<file path="src/rtl/dem_counter_pkg.sv">
// Shared encodings for the dem up/down counter: MODE values and the two
// small FSMs (ping-pong direction, one-shot progress).
package dem_counter_pkg;

  typedef enum logic [1:0] {
    MODE_WRAP     = 2'b00,
    MODE_SAT      = 2'b01,
    MODE_PINGPONG = 2'b10,
    MODE_ONESHOT  = 2'b11
  } mode_e;

  typedef enum logic {
    PP_UP   = 1'b0,
    PP_DOWN = 1'b1
  } pp_state_e;

  typedef enum logic {
    OS_RUN = 1'b0,
    OS_FIN = 1'b1
  } os_state_e;

endpackage

</file>
<file path="src/rtl/dem_prescaler.sv">
// Step-tick generator: TICK is high on every PRESCALE-th enabled edge.
// The phase holds while EN is low and restarts on CLR.
module dem_prescaler #(
  parameter int unsigned PRESCALE = 1
) (
  input  logic Clk,
  input  logic RST,
  input  logic EN,
  input  logic CLR,
  output logic TICK
);

  localparam int unsigned   CW   = (PRESCALE > 1) ? $clog2(PRESCALE) : 1;
  localparam logic [CW-1:0] LAST = CW'(PRESCALE - 1);
  localparam logic [CW-1:0] ONE  = CW'(1);

  logic [CW-1:0] cnt_q;

  // NOTE: registers use non-blocking assignments so every flop samples
  // pre-edge values regardless of process ordering.
  always_ff @(posedge Clk or negedge RST) begin
    if (!RST)         cnt_q <= '0;
    else if (CLR)     cnt_q <= '0;
    else if (EN)      cnt_q <= (cnt_q == LAST) ? '0 : cnt_q + ONE;
  end

  // Combinational so that PRESCALE=1 steps on the very edge EN is seen.
  assign TICK = EN && (cnt_q == LAST);

endmodule

</file>
<file path="src/rtl/dem_updown_n.sv">
// Modulo-MOD up/down counter with wrap, saturate, ping-pong and one-shot
// modes, prescaled stepping, registered TC pulse and sticky OVF.
module dem_updown_n
  import dem_counter_pkg::*;
#(
  parameter int unsigned WIDTH    = 4,
  parameter int unsigned MOD      = 16,
  parameter int unsigned PRESCALE = 1
) (
  input  logic             Clk,
  input  logic             RST,
  input  logic             EN,
  input  logic             LOAD,
  input  logic [WIDTH-1:0] LOAD_VAL,
  input  logic             DIR,
  input  logic [1:0]       MODE,
  input  logic             CLR_OVF,
  output logic [WIDTH-1:0] OUT,
  output logic             TC,
  output logic             OVF,
  output logic             DIR_OUT,
  output logic             DONE
);

  localparam logic [WIDTH-1:0] TOP    = WIDTH'(MOD - 1);
  localparam logic [WIDTH-1:0] TOP_M1 = WIDTH'(MOD - 2);
  localparam logic [WIDTH-1:0] ZERO   = '0;
  localparam logic [WIDTH-1:0] ONE    = WIDTH'(1);

  mode_e            mode, mode_q;
  pp_state_e        pp_q, pp_eff, pp_d;
  os_state_e        os_q, os_d;
  logic [WIDTH-1:0] count_q, count_d, load_val, stepped;
  logic             tc_q, tc_d, ovf_q, ovf_d, ovf_set, done_q, done_d;
  logic             tick, step, up, at_term;

  dem_prescaler #(.PRESCALE(PRESCALE)) u_prescaler (
    .Clk  (Clk),
    .RST  (RST),
    .EN   (EN),
    .CLR  (LOAD),
    .TICK (tick)
  );

  assign mode     = mode_e'(MODE);
  assign load_val = (32'(LOAD_VAL) >= MOD) ? TOP : LOAD_VAL;

  // Entering ping-pong seeds the direction FSM from DIR on that same edge.
  assign pp_eff  = (mode == MODE_PINGPONG && mode_q != MODE_PINGPONG)
                   ? (DIR ? PP_UP : PP_DOWN) : pp_q;
  assign up      = (mode == MODE_PINGPONG) ? (pp_eff == PP_UP) : DIR;
  assign at_term = up ? (count_q == TOP) : (count_q == ZERO);
  assign stepped = up ? count_q + ONE : count_q - ONE;
  assign step    = tick && !LOAD;

  // State register.
  always_ff @(posedge Clk or negedge RST) begin
    if (!RST) begin
      count_q <= ZERO;
      tc_q    <= 1'b0;
      ovf_q   <= 1'b0;
      done_q  <= 1'b0;
      pp_q    <= PP_UP;
      os_q    <= OS_RUN;
      // Treated as already in ping-pong so reset leaves the FSM at UP.
      mode_q  <= MODE_PINGPONG;
    end else begin
      count_q <= count_d;
      tc_q    <= tc_d;
      ovf_q   <= ovf_d;
      done_q  <= done_d;
      pp_q    <= pp_d;
      os_q    <= os_d;
      mode_q  <= mode;
    end
  end

  // Next-state logic.
  always_comb begin
    // NOTE: every variable gets a default up front so no path infers a latch.
    count_d = count_q;
    tc_d    = 1'b0;
    ovf_set = 1'b0;
    done_d  = done_q;
    pp_d    = pp_eff;
    os_d    = os_q;
    if (LOAD) begin
      count_d = load_val;
      os_d    = OS_RUN;
      done_d  = 1'b0;
    end else if (step) begin
      unique case (mode)
        MODE_WRAP: begin
          tc_d    = at_term;
          ovf_set = at_term;
          count_d = at_term ? (up ? ZERO : TOP) : stepped;
        end
        MODE_SAT: begin
          tc_d    = at_term;
          ovf_set = at_term;
          if (!at_term) count_d = stepped;
        end
        MODE_PINGPONG: begin
          if (at_term) begin
            tc_d    = 1'b1;
            pp_d    = up ? PP_DOWN : PP_UP;
            count_d = up ? TOP_M1 : ONE;
          end else begin
            count_d = stepped;
          end
        end
        MODE_ONESHOT: begin
          if (os_q == OS_RUN) begin
            if (at_term) begin
              tc_d   = 1'b1;
              os_d   = OS_FIN;
              done_d = 1'b1;
            end else begin
              count_d = stepped;
            end
          end
        end
      endcase
    end
    // A set on the same edge as a clear leaves the flag high.
    ovf_d = ovf_set || (ovf_q && !CLR_OVF);
  end

  // Outputs.
  assign OUT     = count_q;
  assign TC      = tc_q;
  assign OVF     = ovf_q;
  assign DONE    = done_q;
  assign DIR_OUT = up;

endmodule

</file>
<file path="config.mk">
export PLATFORM = sky130hd
export DESIGN_NAME = dem_updown_n
export DESIGN_NICKNAME = d
export VERILOG_FILES = /design/src/rtl/dem_counter_pkg.sv /design/src/rtl/dem_prescaler.sv /design/src/rtl/dem_updown_n.sv
export SDC_FILE = /design/constraint.sdc
export NUM_CORES = 1
export LEC_CHECK = 0
export CAP_MARGIN = 30
export CORE_MARGIN = 8
export CORE_UTILIZATION = 52
export CTS_CLUSTER_SIZE = 16
export DETAILED_ROUTE_END_ITERATION = 10
export PLACE_DENSITY_LB_ADDON = 0.1
export SLEW_MARGIN = 10
export SYNTH_ARGS = -nofsm -noshare
export SYNTH_HDL_FRONTEND = slang
export SYNTH_HIERARCHICAL = 1
export SYNTH_SLANG_ARGS = --single-unit
</file>
<file path="constraint.sdc">
create_clock -name Clk -period 4.3 [get_ports Clk]
set_input_delay 0.86 -clock Clk [delete_from_list [all_inputs] [get_ports Clk]]
set_output_delay 0.86 -clock Clk [all_outputs]
set_load 0.02 [all_outputs]
</file>
==> results.py, run 1 <==
# Generated from Yosys and OpenROAD reports
metrics = {
    "route": {
        "drt-met1-wl_um": 858,
        "route.met3.wl_um": 156,
        "first_iter_violations": 20,
        "viasPerCell": 6.055,
        "ant_nets": 0,
        "met2_length_um": 1029,
        "wl_per_cell_um": 16.15,
        "first_pass_iters": 4,
        "drc": 0,
        "top_layer_used": "met4",
    },
    "floorplan": {
        "die_x_um": 55.94,
        "initCoreUtil_pct": 55.07,
        "dieArea_um2": 3129,
        "rows": 14,
        "coreArea_um2": 1506,
        "die_h_um": 55.94,
    },
    "final_timing": {
        "min_period_ns": 3.760,
        "whs_ns": 0.5055,
        "hold_violations": 0,
        "max_freq_ghz": 0.2660,
        "relSlewSlack_pct": 61.58,
        "tightest_slew_ns": 0.5716,
        "setup_violations": 0,
        "setup_tns_ns": 0,
        "skew_ns": 0.001311,
        "period_used_pct": 87.44,
        "report.final.slew_viol_count": 0,
        "grt_setup_unrepaired": "false",
    },
    "worst_setup_path": {
        "crit_top_cell": "clkdlybuf4s50_1",
        "cp.buffers_inverters": 2,
        "cpPeakStageDelay_ns": 0.69,
        "ff2ff_path_depth": 10,
        "cp_max_fo": 9,
        "crit_cells": 4,
        "cpLargestDelayFamily": "buffers and inverters",
        "startpoint_type": "input port",
        "crit_path_cell_trace": "clkdlybuf4s50_1 > and4bb_4 > mux2i_4 > clkdlybuf4s50_1",
        "cp-end-kind": "output port",
        "cpMaxStageDelayCell": "clkdlybuf4s50_1",
        "cp_data_required_time_ns": 3.44,
        "worstPathArrival_ns": 2.90,
        "crit_type": "in2out",
    },
    "pwr": {
        "p_switching_uw": 137.0,
        "power.total_uw": 356.3,
        "ir_drop_uv": 195.3,
        "power.share.combinational_pct": 41.9,
        "clkPwrFrac_pct": 21.2,
        "p_sw_share_pct": 38.44,
        "powerDensity_nw_per_um2": 341.8,
        "p_leak_uw": 0.0004390,
        "internal-power_uw": 219.3,
        "seq_power_share_pct": 37.0,
    },
    "finish": {
        "n_antenna_cell": 0,
        "flop_area_um2": 276.5,
        "logic_area_um2": 489.2,
        "syn_to_final_growth_pct": 25.64,
        "layout-drive-gt1-share_pct": 10.71,
        "fin_nets": 128,
        "num-fill-cells": 116,
    },
    "grt": {
        "grt_antenna_before_repair": 0,
        "grt_max_degree": 13,
        "grt_overflow": 0,
        "grt_pass1_wl_um": 3532,
        "grt_pass1_vias": 770,
        "grt_use_total_pct": 13.67,
    },
    "synthesis": {
        "top_cell_area_share_pct": 30.17,
        "ys.flop_type": "dfrtp_1",
        "ys_chip_area_um2": 829.5,
        "syn-num-nets": 108,
        "async_flop_share_pct": 100.0,
        "ys.flops": 11,
        "synthTopCellsByCount": "a21oi_1 (11), nor2_1 (11), dfrtp_1 (10), inv_1 (8), nand2_1 (5)",
        "netlist_area_um2": 829.5,
        "synth.distinct_cells": 39,
        "top_area_cell": "dfrtp_1",
        "synthCells": 93,
        "synth_warnings": 6,
        "synth_seq_share_pct": 33.33,
        "area_leaders": "dfrtp_1 (30%), a21oi_1 (6.6%), nor2_1 (5.0%)",
        "edf_count": 0,
        "syn_avg_cell_area_um2": 8.920,
        "ys_cells": 93,
    },
    "clocking": {
        "root_buffer": "clkbuf_4",
        "post_cts_resized": 0,
        "holdBufCountCts": 0,
        "htreeDepth": 1,
        "cts_tree": "yes",
        "postCtsSetupBuffers": 0,
        "cts_sinks": 11,
        "clock_latency_ns": 0.28,
        "cts_made_buffers": 3,
        "clkSlewWorstSetupHoldPaths_ns": 0.08,
        "cts_buffer_depth": 2,
    },
    "flow_run": {
        "cap_viol_max_count": 0,
        "openroad.warnings": 26,
    },
    "place": {
        "hpwl_um": 1502,
        "gp_congestion": 0.8369,
    },
    "worst_hold_path": {
        "hold_path.class": "reg2reg",
        "min_delay_path_depth": 2,
    },
    "outcome": {
        "status": "complete, no violations",
    },
}
[run 1: sequential cells by signal, summed over array words and instances (netlist names)]
| signal | cells |
|---|---|
| OUT | 4 |
| mode_q | 2 |
| pp_q | 1 |
| OVF | 1 |
| TC | 1 |
| os_q | 1 |
| DONE | 1 |
[run 1: per-layer routing]
metal | up-vias | global-route usage [%]
li1 | 373 | -
met4 | 0 | 4.124
met2 | 36 | 23.88
met3 | 3 | 3.425
met5 | - | 0
met1 | 363 | 15.87
[run 1: logic make-up after synthesis]
group           synth area share (%)
xor+xnor                       3.168
compound gates                 25.19
mux                            5.580
buf+inv                        7.692
simple gates                   19.61
flops                          33.33
fa+ha+maj                      5.429
[run 1: final timing paths]
check | to | slack [ns] | from
setup / recovery | DIR_OUT | 0.54 | MODE[0]
min in group asynchronous | OUT[2]$_DFFE_PN0P_ | 0.92 | RST
max in group asynchronous | mode_q[1]$_DFF_PN1_ | 3.02 | RST
setup reg to reg | OUT[3]$_DFFE_PN0P_ | 1.48 | mode_q[1]$_DFF_PN1_
hold / removal | DONE$_DFFE_PN0P_ | 0.51 | DONE$_DFFE_PN0P_
hold reg to reg | DONE$_DFFE_PN0P_ | 0.51 | DONE$_DFFE_PN0P_
[run 1: per-stage QoR]
step	cell area, µm²	std cells	utilization (%)	setup slack [ns]
2_1_floorplan	829.5	93	-	1.104
3_3_place_gp	1015	124	67.36	0.5343
3_5_place_dp	1015	124	67.36	0.4126
4_1_cts	1042	128	69.19	0.5509
5_1_grt	1042	128	69.19	0.4587
6_report	1042	128	69.19	0.5400
[run 1: layout by cell type (no fill, tap or decap), types with 2 or more instances in the layout]
cell type,instances
a21o_1,2
a21oi_1,11
a22o_1,3
clkbuf_4,3
clkdlybuf4s50_1,19
dfrtp_1,10
ha_1,2
inv_1,8
nand2_1,5
nand3_1,2
nand4_1,2
nor2_1,11
nor2b_1,3
o21ai_0,4
xnor2_1,2
[run 1: worst min-delay path: stages (launching register included)]
cell and delay [ns]:
dfrtp_1 0.35, nor2_1 0.05, nor2_1 0.08
[run 1: layout make-up]
type / instances / share of cell area [%]
Tap cell: 16 / 1.921
Inverter: 9 / 3.721
Multi-Input combinational cell: 69 / 46.94
Clock inverter: 1 / 0.4802
Clock buffer: 3 / 2.161
Sequential cell: 11 / 26.53
Timing Repair Buffer: 19 / 18.25
[run 1: power by group through the flow]
stage,Clock [µW],Combinational [µW],Sequential (µW)
global route,79.8,164,135
finish,75.4,149,132
global placement,0,142,134
floorplan,0,94.1,138
CTS,76.8,149,132
detailed placement,0,146,133
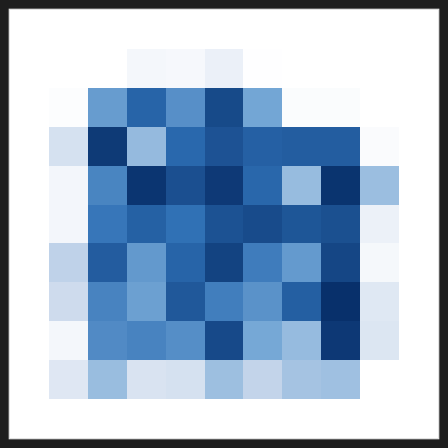
**Above:** run 1 (local utilization).
The die is cut into 11 by 11 equal tiles; white is low, dark blue is high, 0 to 100% covered.
densest ninth of the die = center
tiles over 75% full = 22%
fullest tile = 100%
nearly empty tiles = 41%
emptiest ninth of the die = upper right
mean over tiles = 33%

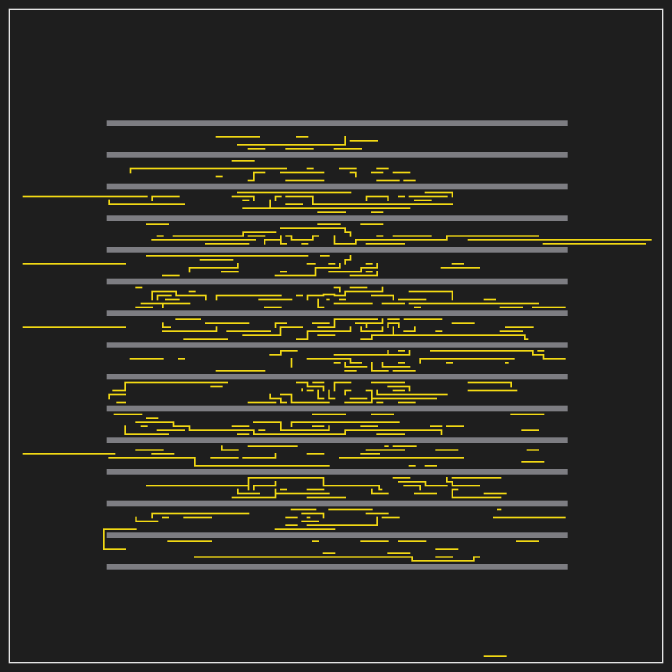
**Above:** run 1 (M1 wires).
Supply wires on this layer in gray.
main direction = horizontal
longest straight run = 18.6 µm
final WL: 2067 µm
met1 GRT Util: 15.87%
vias: 775

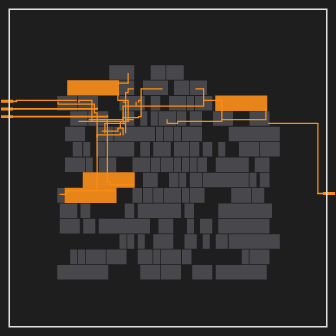
**Above:** run 1 (wires at chosen ports, followed through buffers).
orange -> OUT  # bits 4, direction output, end cells 4, buffers 4, wire 238 µm
IO Port Bufs: 19
# IOs: 20

**Run 1: placement by cell class**

Scale bar: 20 µm. Fill, decap, tap and diode cells in gray.
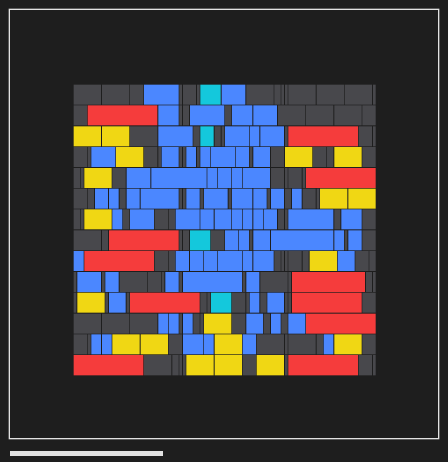

--- run 2 (diff from run 1) ---
- CORE_UTILIZATION: 52 -> 54
- CTS_BUF_LIST: not set -> sky130_fd_sc_hd__clkbuf_8
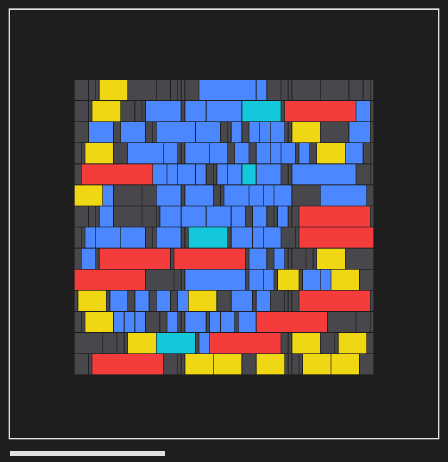
**Above:** run 2 (placement by cell class).
Scale bar: 20 µm. Fill, decap, tap and diode cells in gray.
cyan -> clock drivers and dummy loads  # cells 4, share of their area 4.4%
yellow -> other buffers and delay cells  # cells 20, share of their area 19%
blue -> all other logic  # cells 78, share of their area 50%
red -> flops  # cells 11, share of their area 26%
Core Rows: 14
Seq/total area: 25.88%
post-route cell area: 1069 µm²
post-layout util: 72.62%
Core Region: 1471 µm²

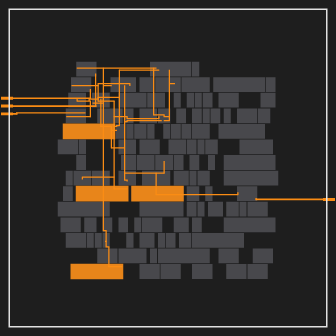
**Above:** run 2 (wires at chosen ports, followed through buffers).
orange -> OUT  # bits 4, direction output, end cells 4, buffers 4, wire 283 µm

==> run 2 against run 1 <==
  * First-iteration DRC count grew 60%
  * Fmax grew 0.70%
  * Register-to-register slack about the same
  * Global-route usage up 2.0 points
  * Highest routed layer unchanged
==> results.py, run 2 <==
# Generated from Yosys and OpenROAD reports
metrics = {
    "route": {
        "vias": 768,
        "drt_wl_total_um": 2064,
        "drc": 0,
        "first_iter_violations": 32,
        "first_pass_iters": 4,
        "ant_nets": 0,
        "viasPerCell": 5.953,
    },
    "floorplan": {
        "initCoreUtil_pct": 56.38,
        "die_h_um": 55.20,
        "die_x_um": 55.20,
        "dieArea_um2": 3046,
        "ios": 20,
    },
    "place": {
        "gp_congestion": 0.9660,
        "hpwl_um": 1561,
        "placed_cell_area_um2": 1022,
        "port_buffers": 19,
    },
    "finish": {
        "layout_top_cells": "clkdlybuf4s50_1 (19), nor2_1 (11), a21oi_1 (11)",
        "layout-drive-gt1-share_pct": 11.50,
        "largest_reg_flops": 4,
        "layout_top_cell": "clkdlybuf4s50_1",
        "syn_to_final_growth_pct": 28.81,
        "n_antenna_cell": 0,
    },
    "clocking": {
        "cts_sinks": 11,
        "post_cts_resized": 0,
        "cts_buffer_depth": 2,
        "holdBufCountCts": 0,
        "postCtsSetupBuffers": 0,
        "cts_tree": "yes",
        "htreeDepth": 1,
        "root_buffer": "clkbuf_8",
        "clkSlewWorstSetupHoldPaths_ns": 0.05,
        "clock_latency_ns": 0.24,
        "cts_made_buffers": 3,
    },
    "flow_run": {
        "cap_viol_max_count": 0,
        "openroad.warnings": 26,
    },
    "synthesis": {
        "ys.flops": 11,
        "ys.flop_type": "dfrtp_1",
        "area_leaders": "dfrtp_1 (30%), a21oi_1 (6.6%), nor2_1 (5.0%)",
        "ys_chip_area_um2": 829.5,
        "ys_cells": 93,
        "async_flop_share_pct": 100.0,
        "synthTopCellsByCount": "a21oi_1 (11), nor2_1 (11), dfrtp_1 (10), inv_1 (8), nand2_1 (5)",
        "synth.distinct_cells": 39,
        "top_cell_area_share_pct": 30.17,
        "syn-num-nets": 108,
        "top_area_cell": "dfrtp_1",
        "edf_count": 0,
        "syn_avg_cell_area_um2": 8.920,
        "synth_seq_share_pct": 33.33,
        "netlist_area_um2": 829.5,
        "synth_warnings": 6,
        "synthCells": 93,
    },
    "worst_setup_path": {
        "cp_max_fo": 10,
        "worstPathArrival_ns": 2.87,
        "crit_type": "in2out",
        "crit_path_cell_trace": "clkdlybuf4s50_1 > and4bb_4 > mux2i_4 > clkdlybuf4s50_1",
        "startpoint_type": "input port",
        "cp.buffers_inverters": 2,
        "crit_top_cell": "clkdlybuf4s50_1",
        "cpMaxStageDelayCell": "clkdlybuf4s50_1",
        "cp-end-kind": "output port",
        "cp_data_required_time_ns": 3.44,
        "cpPeakStageDelay_ns": 0.68,
        "cpLargestDelayFamily": "buffers and inverters",
    },
    "pwr": {
        "powerDensity_nw_per_um2": 365.2,
        "p_leak_uw": 0.0004516,
        "ir_drop_uv": 253.7,
        "power.total_uw": 390.2,
    },
    "final_timing": {
        "report.final.slew_viol_count": 0,
        "grt_setup_unrepaired": "false",
        "max_freq_ghz": 0.2678,
        "min_period_ns": 3.734,
        "period_used_pct": 86.84,
        "hold_violations": 0,
        "skew_ns": 0.0006400,
        "relSlewSlack_pct": 58.53,
        "setup_tns_ns": 0,
        "setup_violations": 0,
        "fin_ws_ns": 0.5661,
    },
    "grt": {
        "grt_overflow": 0,
        "grt_max_degree": 13,
        "grt_pass1_vias": 760,
        "grt_pass1_wl_um": 3415,
        "grt_antenna_before_repair": 0,
    },
    "outcome": {
        "status": "complete, no violations",
    },
    "worst_hold_path": {
        "hold_path.class": "reg2reg",
    },
}
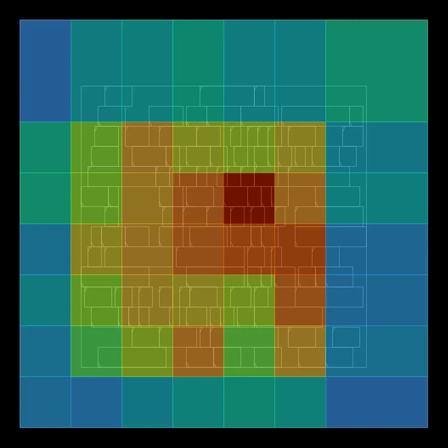
**Above:** run 2 (congestion heat map).
post-DR wirelength/cell: 16.00 µm
grt met3 use: 5.080%
GRT Max-Usage Layer: met2
gr usage total: 15.70%
GR Layer Usage met2: 24.44%

run 2: cell counts after synthesis:
No cell type changed its count.
run 2: logic make-up (layout without fill, tap and decap cells):
| family | Yosys count | in the layout | share of synthesized area (%) |
|---|---|---|---|
| XOR/XNOR | 3 | 3 | 3.168 |
| buffers and inverters | 13 | 33 | 7.692 |
| adder cells (fa/ha/maj) | 3 | 3 | 5.429 |
| AND-OR/OR-AND | 30 | 30 | 25.19 |
| multiplexers | 3 | 3 | 5.580 |
| AND/OR/NAND/NOR | 30 | 30 | 19.61 |
| flip-flops | 11 | 11 | 33.33 |
run 2: worst paths after layout:
check | endpoint | cells after the start | from | slack (ns)
hold reg to reg | DONE$_DFFE_PN0P_ | 2 | DONE$_DFFE_PN0P_ | 0.51
hold / removal | DONE$_DFFE_PN0P_ | 2 | DONE$_DFFE_PN0P_ | 0.51
max in group asynchronous | mode_q[1]$_DFF_PN1_ | 1 | RST | 2.99
min in group asynchronous | TC$_DFF_PN0_ | 1 | RST | 0.95
setup / recovery | DIR_OUT | 4 | MODE[1] | 0.57
setup reg to reg | OUT[3]$_DFFE_PN0P_ | 10 | mode_q[1]$_DFF_PN1_ | 1.49
run 2: per-layer routing:
metal  GRT usage [%]  part of all wire, %  up-vias
met5               0                    0        -
met4           7.200                  1.9        0
met3           5.080                  8.3        8
met2           24.44                   49       33
met1           19.25                   41      354
li1                -                    -      373
run 2: worst register-to-register path: stages (launching register included):
cell      delay, ns
dfstp_2        0.52
and4bb_4       0.25
mux2i_4        0.38
inv_6          0.09
ha_1           0.28
a21o_1         0.16
a21oi_1        0.32
xnor2_1        0.19
mux2i_1        0.21
o211ai_1       0.10
a22o_1         0.19
run 2: where the power goes:
| part | internal [µW] | switching [µW] |
|---|---|---|
| clock | 64.1 | 44.4 |
| sequential | 114 | 19.0 |
| combinational | 71.2 | 77.6 |
run 2: layout make-up:
class,count,area [µm²]
Tap cell,16,20.02
Fill cell,128,402.9
Multi-Input combinational cell,69,489.2
Inverter,9,38.79
Clock inverter,1,5.005
Clock buffer,3,41.29
Timing Repair Buffer,20,197.7
Sequential cell,11,276.5
run 2: metrics by stage:
step,cells,hold slack (ns)
after floorplan,93,0.4890
after global placement,125,0.4786
after detailed placement,125,0.5092
after CTS,129,0.5205
after global routing,129,0.5634
final,129,0.5106
Power figures rest on the tool's default switching activity, not on a simulated workload.
